--- src/rtl/rv_pkg.sv ---
// Shared RISC-V front-end constants: datapath widths, reset vector
// and the fetch FSM state encoding.
package rv_pkg;

  localparam int WORD_SIZE = 32;
  localparam int ADDR_WIDTH = 32;
  localparam logic [31:0] RESET_PC = 32'h0000_0000;
  localparam logic [31:0] INSTR_NOP = 32'h0000_0013;
  localparam int FETCH_QDEPTH = 2;

  typedef logic [1:0] fetch_state_t;

  localparam fetch_state_t ST_IDLE = 2'd0;
  localparam fetch_state_t ST_BUSY = 2'd1;
  localparam fetch_state_t ST_DISCARD = 2'd2;

endpackage

--- src/rtl/fetch_queue.sv ---
// Prefetch FIFO of {pc, instr} entries between memory and decode.
// Flush overrides push and pop; head outputs come straight from storage.
module fetch_queue #(
  parameter int W = 64,
  parameter int DEPTH = 2,
  localparam int PW = $clog2(DEPTH),
  localparam int CW = $clog2(DEPTH) + 1
) (
  input  logic          clk,
  input  logic          rst_n,
  input  logic          push,
  input  logic [W-1:0]  push_data,
  input  logic          pop,
  input  logic          flush,
  output logic [CW-1:0] count,
  output logic          head_valid,
  output logic [W-1:0]  head_data
);

  logic [W-1:0] mem [DEPTH];
  logic [PW-1:0] rd_ptr;
  logic [PW-1:0] wr_ptr;

  always_ff @(posedge clk or negedge rst_n) begin
    if (!rst_n) begin
      rd_ptr <= '0;
      wr_ptr <= '0;
      count <= '0;
      for (int i = 0; i < DEPTH; i++) begin
        mem[i] <= '0;
      end
    end else if (flush) begin
      rd_ptr <= '0;
      wr_ptr <= '0;
      count <= '0;
    end else begin
      if (push) begin
        mem[wr_ptr] <= push_data;
        wr_ptr <= wr_ptr + PW'(1);
      end
      if (pop) begin
        rd_ptr <= rd_ptr + PW'(1);
      end
      count <= count + CW'(push) - CW'(pop);
    end
  end

  assign head_valid = (count != '0);
  assign head_data = mem[rd_ptr];

endmodule

--- src/rtl/instr_fetch_unit.sv ---
// Instruction fetch: owns the PC, issues one-outstanding word reads
// to the ROM and feeds {pc, instr} to decode through a prefetch queue.
module instr_fetch_unit #(
  parameter int WORD_SIZE = rv_pkg::WORD_SIZE,
  parameter int ADDR_WIDTH = rv_pkg::ADDR_WIDTH,
  parameter logic [ADDR_WIDTH-1:0] RESET_PC =
    ADDR_WIDTH'(rv_pkg::RESET_PC),
  parameter int QDEPTH = rv_pkg::FETCH_QDEPTH
) (
  input  logic                  clk,
  input  logic                  rst_n,
  output logic                  mem_req,
  output logic [ADDR_WIDTH-3:0] mem_addr,
  input  logic                  mem_ack,
  input  logic [WORD_SIZE-1:0]  mem_rdata,
  input  logic                  redirect_valid,
  input  logic [ADDR_WIDTH-1:0] redirect_pc,
  output logic                  if_valid,
  input  logic                  if_ready,
  output logic [ADDR_WIDTH-1:0] if_pc,
  output logic [WORD_SIZE-1:0]  if_instr
);

  import rv_pkg::*;

  localparam int AW = ADDR_WIDTH;
  localparam int CW = $clog2(QDEPTH) + 1;
  localparam int EW = ADDR_WIDTH + WORD_SIZE;

  fetch_state_t state;
  fetch_state_t state_nxt;

  logic [AW-1:0] fetch_pc;
  logic [AW-1:0] pc_nxt;
  logic [AW-1:0] pc_inc;
  logic [AW-1:0] redir;
  logic [AW-3:0] addr_nxt;
  logic          req_nxt;

  logic [CW-1:0] count;
  logic [CW:0]   level;
  logic          ack;
  logic          push;
  logic          pop;
  logic          room;
  logic          st_idle;
  logic          st_busy;
  logic [EW-1:0] head;

  assign st_idle = (state == ST_IDLE);
  assign st_busy = (state == ST_BUSY);

  // Acks only count against a live request.
  assign ack = mem_req & mem_ack;
  assign pop = if_valid & if_ready;
  assign push = st_busy & ack & ~redirect_valid;

  assign pc_inc = fetch_pc + AW'(4);
  assign redir = redirect_pc & ~AW'(3);

  // Occupancy after this cycle; no request is in flight when it is used.
  assign level = {1'b0, count} + (CW+1)'(push) - (CW+1)'(pop);
  assign room = level < (CW+1)'(QDEPTH);

  always_comb begin
    state_nxt = state;
    req_nxt = mem_req;
    addr_nxt = mem_addr;
    pc_nxt = fetch_pc;
    if (redirect_valid) begin
      pc_nxt = redir;
      if (!st_idle && !ack) begin
        state_nxt = ST_DISCARD;
      end else begin
        state_nxt = ST_BUSY;
        req_nxt = 1'b1;
        addr_nxt = redir[AW-1:2];
      end
    end else begin
      unique case (1'b1)
        st_idle: begin
          if (room) begin
            state_nxt = ST_BUSY;
            req_nxt = 1'b1;
            addr_nxt = fetch_pc[AW-1:2];
          end
        end
        st_busy: begin
          if (ack) begin
            pc_nxt = pc_inc;
            if (room) begin
              addr_nxt = pc_inc[AW-1:2];
            end else begin
              state_nxt = ST_IDLE;
              req_nxt = 1'b0;
            end
          end
        end
        default: begin
          if (ack) begin
            state_nxt = ST_BUSY;
            req_nxt = 1'b1;
            addr_nxt = fetch_pc[AW-1:2];
          end
        end
      endcase
    end
  end

  always_ff @(posedge clk or negedge rst_n) begin
    if (!rst_n) begin
      state <= ST_IDLE;
      mem_req <= 1'b0;
      mem_addr <= '0;
      fetch_pc <= RESET_PC;
    end else begin
      state <= state_nxt;
      mem_req <= req_nxt;
      mem_addr <= addr_nxt;
      fetch_pc <= pc_nxt;
    end
  end

  fetch_queue #(
    .W(EW),
    .DEPTH(QDEPTH)
  ) u_queue (
    .clk(clk),
    .rst_n(rst_n),
    .push(push),
    .push_data({fetch_pc, mem_rdata}),
    .pop(pop),
    .flush(redirect_valid),
    .count(count),
    .head_valid(if_valid),
    .head_data(head)
  );

  assign if_pc = head[EW-1:WORD_SIZE];
  assign if_instr = head[WORD_SIZE-1:0];

endmodule
--- config.mk ---
export PLATFORM = sky130hd
export DESIGN_NAME = instr_fetch_unit
export DESIGN_NICKNAME = d
export VERILOG_FILES = /design/src/rtl/rv_pkg.sv /design/src/rtl/fetch_queue.sv /design/src/rtl/instr_fetch_unit.sv
export SDC_FILE = /design/constraint.sdc
export NUM_CORES = 1
export LEC_CHECK = 0
export ABC_CLOCK_PERIOD_IN_PS = 2810
export CAP_MARGIN = 30
export CELL_PAD_IN_SITES_DETAIL_PLACEMENT = 2
export CELL_PAD_IN_SITES_GLOBAL_PLACEMENT = 2
export CORE_ASPECT_RATIO = 0.8
export CORE_UTILIZATION = 32
export CTS_CLUSTER_DIAMETER = 200
export DETAILED_ROUTE_END_ITERATION = 12
export PLACE_DENSITY = 0.8
export SLEW_MARGIN = 20
export SYNTH_ARGS = -nofsm -noshare
export SYNTH_HDL_FRONTEND = slang
export SYNTH_SLANG_ARGS = --single-unit
--- constraint.sdc ---
create_clock -name clk -period 2.81 [get_ports clk]
set_input_delay 0.562 -clock clk [delete_from_list [all_inputs] [get_ports clk]]
set_output_delay 0.562 -clock clk [all_outputs]
set_load 0.005 [all_outputs]
**Run 1: PDN straps and rails**

(2 px per micron) Pins as bars on the die edge. Tap cells in grey.
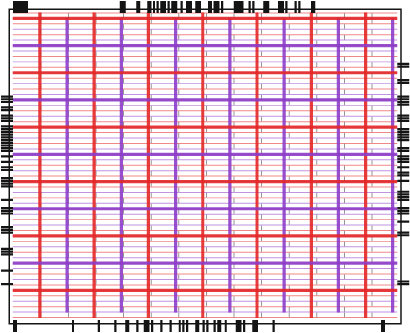
colour	net
red	VSS
purple	VDD
rows	56
met1 rails	57
signal pins	165
Horiz. Die Dim: 195 microns
die height: 156 microns

**Run 1: clock distribution**

(2 px per micron)
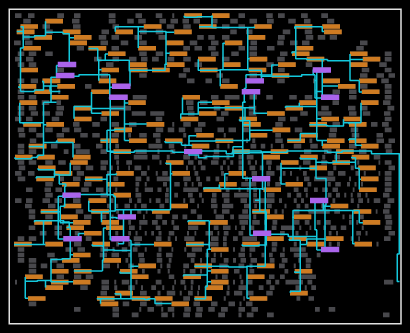
[orange] flip-flops | count: 191
[cyan] clock wires | length: 2860 microns
[purple] cells driving clock nets | count: 17
flops lie	spread over the die
routed clock nets	18
Final Skew: 0.0119 ns
Clock Power: 2.56 mW
clk ins delay skew pair: 0.45 ns

==> impl_metrics.toml, run 1 <==
# yosys + openroad results
[synth]
topCellsByArea = "dfrtp_1, mux2_2, xor2_1, nand2_1, xnor2_1"
postSynthCellCount = 815
netlist.area_leader.share_pct = 50.1
flop_cell = "dfrtp_1"
postSynth.asyncResetShare_pct = 100
synth-edff-count = 0

[finish]
largest_reg_flops = 124
reg_top3 = "u_queue.mem (124), fetch_pc (30), mem_addr (30)"
final-clk-cell-share_pct = 4.66
dominant_cells = "registers"
nClkBuffers = 22
logic_area_sq_um = 4520
final_core_util_pct = 42.8

[power_and_ir_drop]
p_clk_share_pct = 19.2
power.share.sequential_pct = 34.9
p_switching_mw = 4.28
powerComb_mw = 6.11
p_total_mw = 13.3
pwr-share-comb_pct = 45.9

[grt]
grt_pass1_wl_mm = 46.7
use_met1_pct = 26.6

[die]
fp.coreArea_sq_um = 29300
ios = 165
std_cell_rows = 56

[sta]
hold_viol_final = 0
setup_ws_ns = 0.0196

[cts]
cts_resized = 11
cts_root_buf = "clkbuf_16"

[critical_path]
worst_setup_path_start_kind = "flop"
path_max_fanout = 4

[outcome]
status = "completed"

[drt]
first_pass_iters = 4
totalWireLength_mm = 29.3

[run]
drv_cap = 0

[placement]
gp_congestion = 0.761
**Run 1: metal layers overlaid**

(2 px per micron)
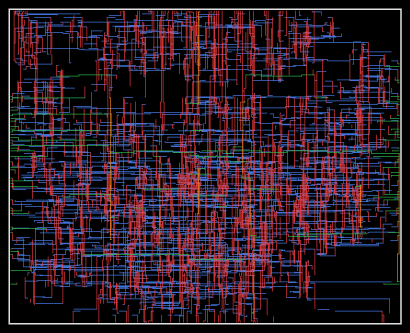
colour	layer	wire length
red	met2	14300 microns
green	met3	1030 microns
orange	met4	386 microns
blue	met1	13600 microns

run 1: per-stage QoR:
stage	instance area, sq um	hold slack (ns)	TNS (ns)	cells
floorplan	9570	0.266	0	816
global placement	11800	0.466	-10.61	1329
detailed placement	11800	0.483	-13.35	1329
CTS	12400	0.177	-0.0135	1362
global route	12500	0.192	-0.292	1364
finish	12500	0.144	0	1364
run 1: final timing paths:
kind	start	endpoint	slack, ns	depth (start not counted)
setup / recovery	u_queue.count[1]	mem_addr[1]	0.02	11
hold / removal	rst_n	u_queue.count[0]	0.14	1
setup reg to reg	u_queue.count[1]	mem_addr[1]	0.02	11
hold reg to reg	mem_addr[3]	mem_addr[3]	0.50	2
max in group asynchronous	rst_n	u_queue.mem[89]	1.89	2
min in group clk	mem_addr[3]	mem_addr[3]	0.50	2
**Run 1: routing congestion**

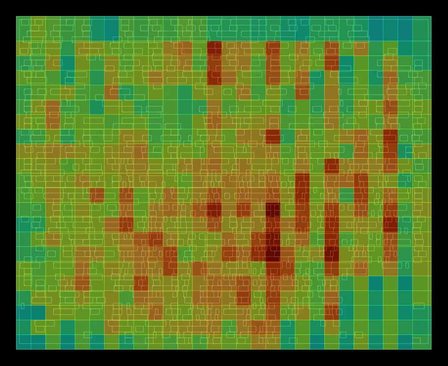

==> run 1 -> run 2 <==
--- a/config.mk
+++ b/config.mk
@@ -5,15 +5,15 @@
 export SDC_FILE = /design/constraint.sdc
 export NUM_CORES = 1
 export LEC_CHECK = 0
-export ABC_CLOCK_PERIOD_IN_PS = 2810
+export ABC_CLOCK_PERIOD_IN_PS = 2610
 export CAP_MARGIN = 30
 export CELL_PAD_IN_SITES_DETAIL_PLACEMENT = 2
 export CELL_PAD_IN_SITES_GLOBAL_PLACEMENT = 2
 export CORE_ASPECT_RATIO = 0.8
-export CORE_UTILIZATION = 32
+export CORE_UTILIZATION = 35
 export CTS_CLUSTER_DIAMETER = 200
 export DETAILED_ROUTE_END_ITERATION = 12
-export PLACE_DENSITY = 0.8
+export PLACE_DENSITY = 0.83
 export SLEW_MARGIN = 20
 export SYNTH_ARGS = -nofsm -noshare
 export SYNTH_HDL_FRONTEND = slang
==> constraint.sdc (replaced) <==
create_clock -name clk -period 2.61 [get_ports clk]
set_input_delay 0.522 -clock clk [delete_from_list [all_inputs] [get_ports clk]]
set_output_delay 0.522 -clock clk [all_outputs]
set_load 0.005 [all_outputs]
**Run 2: routing congestion**

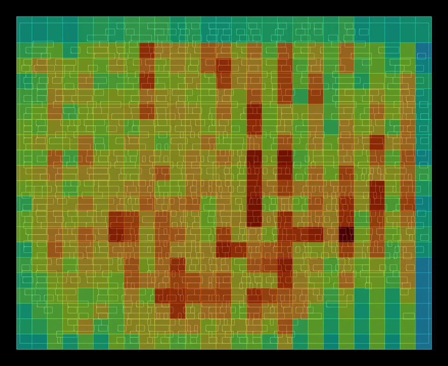
met2 GRT Util: 36.5%
met3 Use GR: 4.64%
grt met1 use: 28.3%

**Run 2: clock distribution**

(2 px per micron)
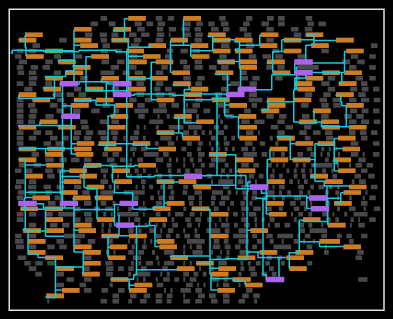
[cyan] clock wires | length: 2720 microns
[purple] cells driving clock nets | count: 17
[orange] flip-flops | count: 191
flops lie	spread over the die
routed clock nets	18

==> run 2 against run 1 <==
Net effect:
- the run now ends with negative setup slack left
- register-to-register slack worse by 0.18 ns
- maximum frequency is 0.77% higher
- worst hold slack worse by 0.12 ns
- critical path type unchanged
- largest power group unchanged
==> impl_metrics.toml, run 2 <==
# yosys + openroad results
[outcome]
status = "complete, but fails checks"
violations = "negative setup slack"

[sta]
hold_ws_ns = 0.0263
fin_tns_setup_ns = -2.28
setup_ws_ns = -0.159
finalClockSkew_ns = 0.0147
hold_viol_final = 0
setup-violations-final = 31

[finish]
dominant_cells = "registers"
logic_area_sq_um = 4580
instances_no_fill = 1351
reg_top3 = "u_queue.mem (124), fetch_pc (30), mem_addr (30)"
nClkBuffers = 21
final-clk-cell-share_pct = 5.02

[synth]
postSynth.asyncResetShare_pct = 100
topCellsByArea = "dfrtp_1, mux2_2, xor2_1, nand2_1, xnor2_1"
netlist.area_leader.share_pct = 50.1
flop_cell = "dfrtp_1"
postSynthCellCount = 815

[placement]
gp_congestion = 0.783
dp_cells = 1309

[die]
ios = 165

[cts]
cts_root_buf = "clkbuf_16"
clock_latency_ns = 0.45
cts_resized = 11

[power_and_ir_drop]
p_clk_share_pct = 19.7
pwr-share-comb_pct = 46.5
clk-power_mw = 2.93
powerComb_mw = 6.91
power.share.sequential_pct = 33.8

[grt]
grt_pass1_wl_mm = 46.9

[critical_path]
startpoint = "u_queue.count[0]"
worst_setup_path_start_kind = "flop"
r2r-start = "u_queue.count[0]"

[drt]
totalWireLength_mm = 30.3
**Run 2: PDN straps and rails**

(2 px per micron) Pins as bars on the die edge. Tap cells in grey.
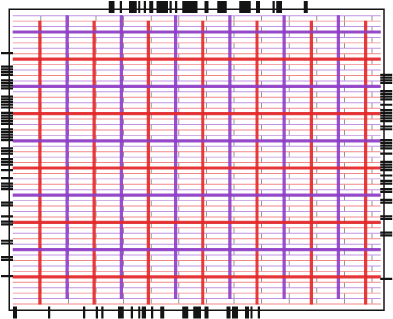
colour	net
purple	VDD
red	VSS
met5 straps	10
signal pins	165
core area: 26500 sq um
Horiz. Die Dim: 187 microns
die height: 150 microns
Peak VDD IR: 795 uV

-- run 2: through the flow --
step | instance area (sq um) | setup WS [ns]
after floorplan | 9650 | -0.110
after global placement | 11800 | -0.433
after detailed placement | 11800 | -0.477
after CTS | 12500 | -0.169
after global routing | 12800 | -0.264
final | 12800 | -0.159
-- run 2: per-layer routing --
layer	global-route usage (%)	vias up
met1	28.3	3719
met2	36.5	158
met5	0	-
met4	6.39	0
met3	4.64	33
li1	-	3192
-- run 2: path summary, 6_finish.rpt --
kind                       cells after the start         endpoint  slack (ns)
max reg2reg                                   12     mem_addr[22]       -0.16
max in group asynchronous                      2  u_queue.mem[83]        1.76
max                                           12     mem_addr[22]       -0.16
min reg2reg                                    2      mem_addr[3]        0.49
min                                            1     fetch_pc[24]        0.03
min in group clk                               2      mem_addr[3]        0.49
==> run 2 -> run 3 <==
--- a/config.mk
+++ b/config.mk
@@ -12,6 +12,7 @@
 export CORE_ASPECT_RATIO = 0.8
 export CORE_UTILIZATION = 35
 export CTS_CLUSTER_DIAMETER = 200
+export CTS_CLUSTER_SIZE = 28
 export DETAILED_ROUTE_END_ITERATION = 12
 export PLACE_DENSITY = 0.83
 export SLEW_MARGIN = 20
**Run 3: clock distribution**

(2 px per micron)
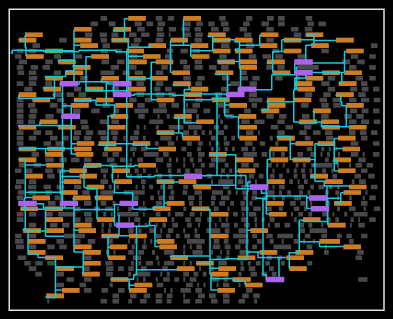
[orange] flip-flops | count: 191
[purple] cells driving clock nets | count: 17
[cyan] clock wires | length: 2720 microns
routed clock nets	18
flops lie	spread over the die
clock network power share: 19.7%
Final Skew: 0.0147 ns
Clock Power: 2.93 mW

**Run 3: routing congestion**

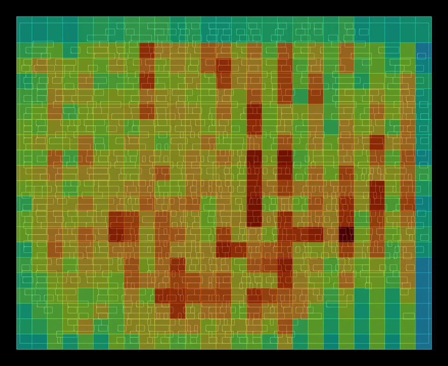
drt wl/cell: 22.5 microns
Core Util, Final: 48.3%
Global Route Usage Sum: 21.7%
Most Crowded Layer GR: met2

**Run 3: metal layers overlaid**

(2 px per micron)
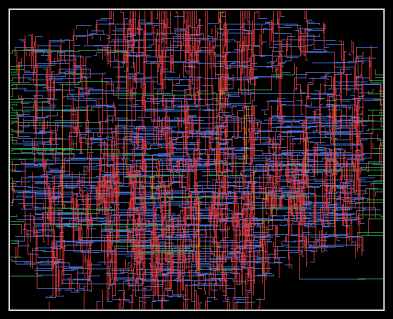
colour	layer	wire length
red	met2	15000 microns
blue	met1	13500 microns
green	met3	1310 microns
orange	met4	526 microns

==> run 3 against run 2 <==
Net effect:
- the flow still finishes with violations (negative setup slack)
- final area is the same
- critical path type unchanged
- combinational power is essentially flat
- non-clock buffer count is the same
- die area is the same
- total power is the same
- clock skew is the same
- critical endpoint unchanged
- count of clock-buffer cells in the layout is the same
- clock power is essentially flat
- worst hold slack is the same
==> impl_metrics.toml, run 3 <==
# yosys + openroad results
[synth]
flop_cell = "dfrtp_1"
postSynth.asyncResetShare_pct = 100
topCellsByArea = "dfrtp_1, mux2_2, xor2_1, nand2_1, xnor2_1"
postSynthCellCount = 815
netlist.area_leader.share_pct = 50.1

[grt]
grt_use_met3_pct = 4.64
grt_util_met2_pct = 36.5

[outcome]
status = "complete, but fails checks"
violations = "negative setup slack"

[finish]
dominant_cells = "registers"
design_area_sq_um = 12800
instances_no_fill = 1351
reg_top3 = "u_queue.mem (124), fetch_pc (30), mem_addr (30)"
final-clk-cell-share_pct = 5.02

[placement]
dp_cells = 1309
dpl_cell_area_sq_um = 11800
pre_cts_ws_ns = -0.477
gp_congestion = 0.783

[die]
ios = 165
die_w_microns = 187

[drt]
totalWireLength_mm = 30.3

[sta]
fin_tns_setup_ns = -2.28
setup-violations-final = 31
setup_ws_ns = -0.159

[power_and_ir_drop]
pwr-share-comb_pct = 46.5
ir_drop_uv = 795
power.share.sequential_pct = 33.8

[cts]
cts_resized = 11
==> run 3: path summary, 6_finish.rpt <==
path,to,slack (ns),cells past startpoint
min reg2reg,mem_addr[3],0.49,2
max,mem_addr[22],-0.16,12
min in group clk,mem_addr[3],0.49,2
max in group asynchronous,u_queue.mem[83],1.76,2
min,fetch_pc[24],0.03,1
max reg2reg,mem_addr[22],-0.16,12
==> run 3: kinds of logic after synthesis <==
| logic type | count (synthesis) |
|---|---|
| muxes | 196 |
| buffers and inverters | 77 |
| other | 1 |
| adders and majority gates | 4 |
| and+or+nand+nor | 205 |
| DFF | 191 |
| AOI/OAI and AO/OA | 89 |
| xor gates and xnor gates | 52 |
Power figures rest on the tool's default switching activity, not on a simulated workload.
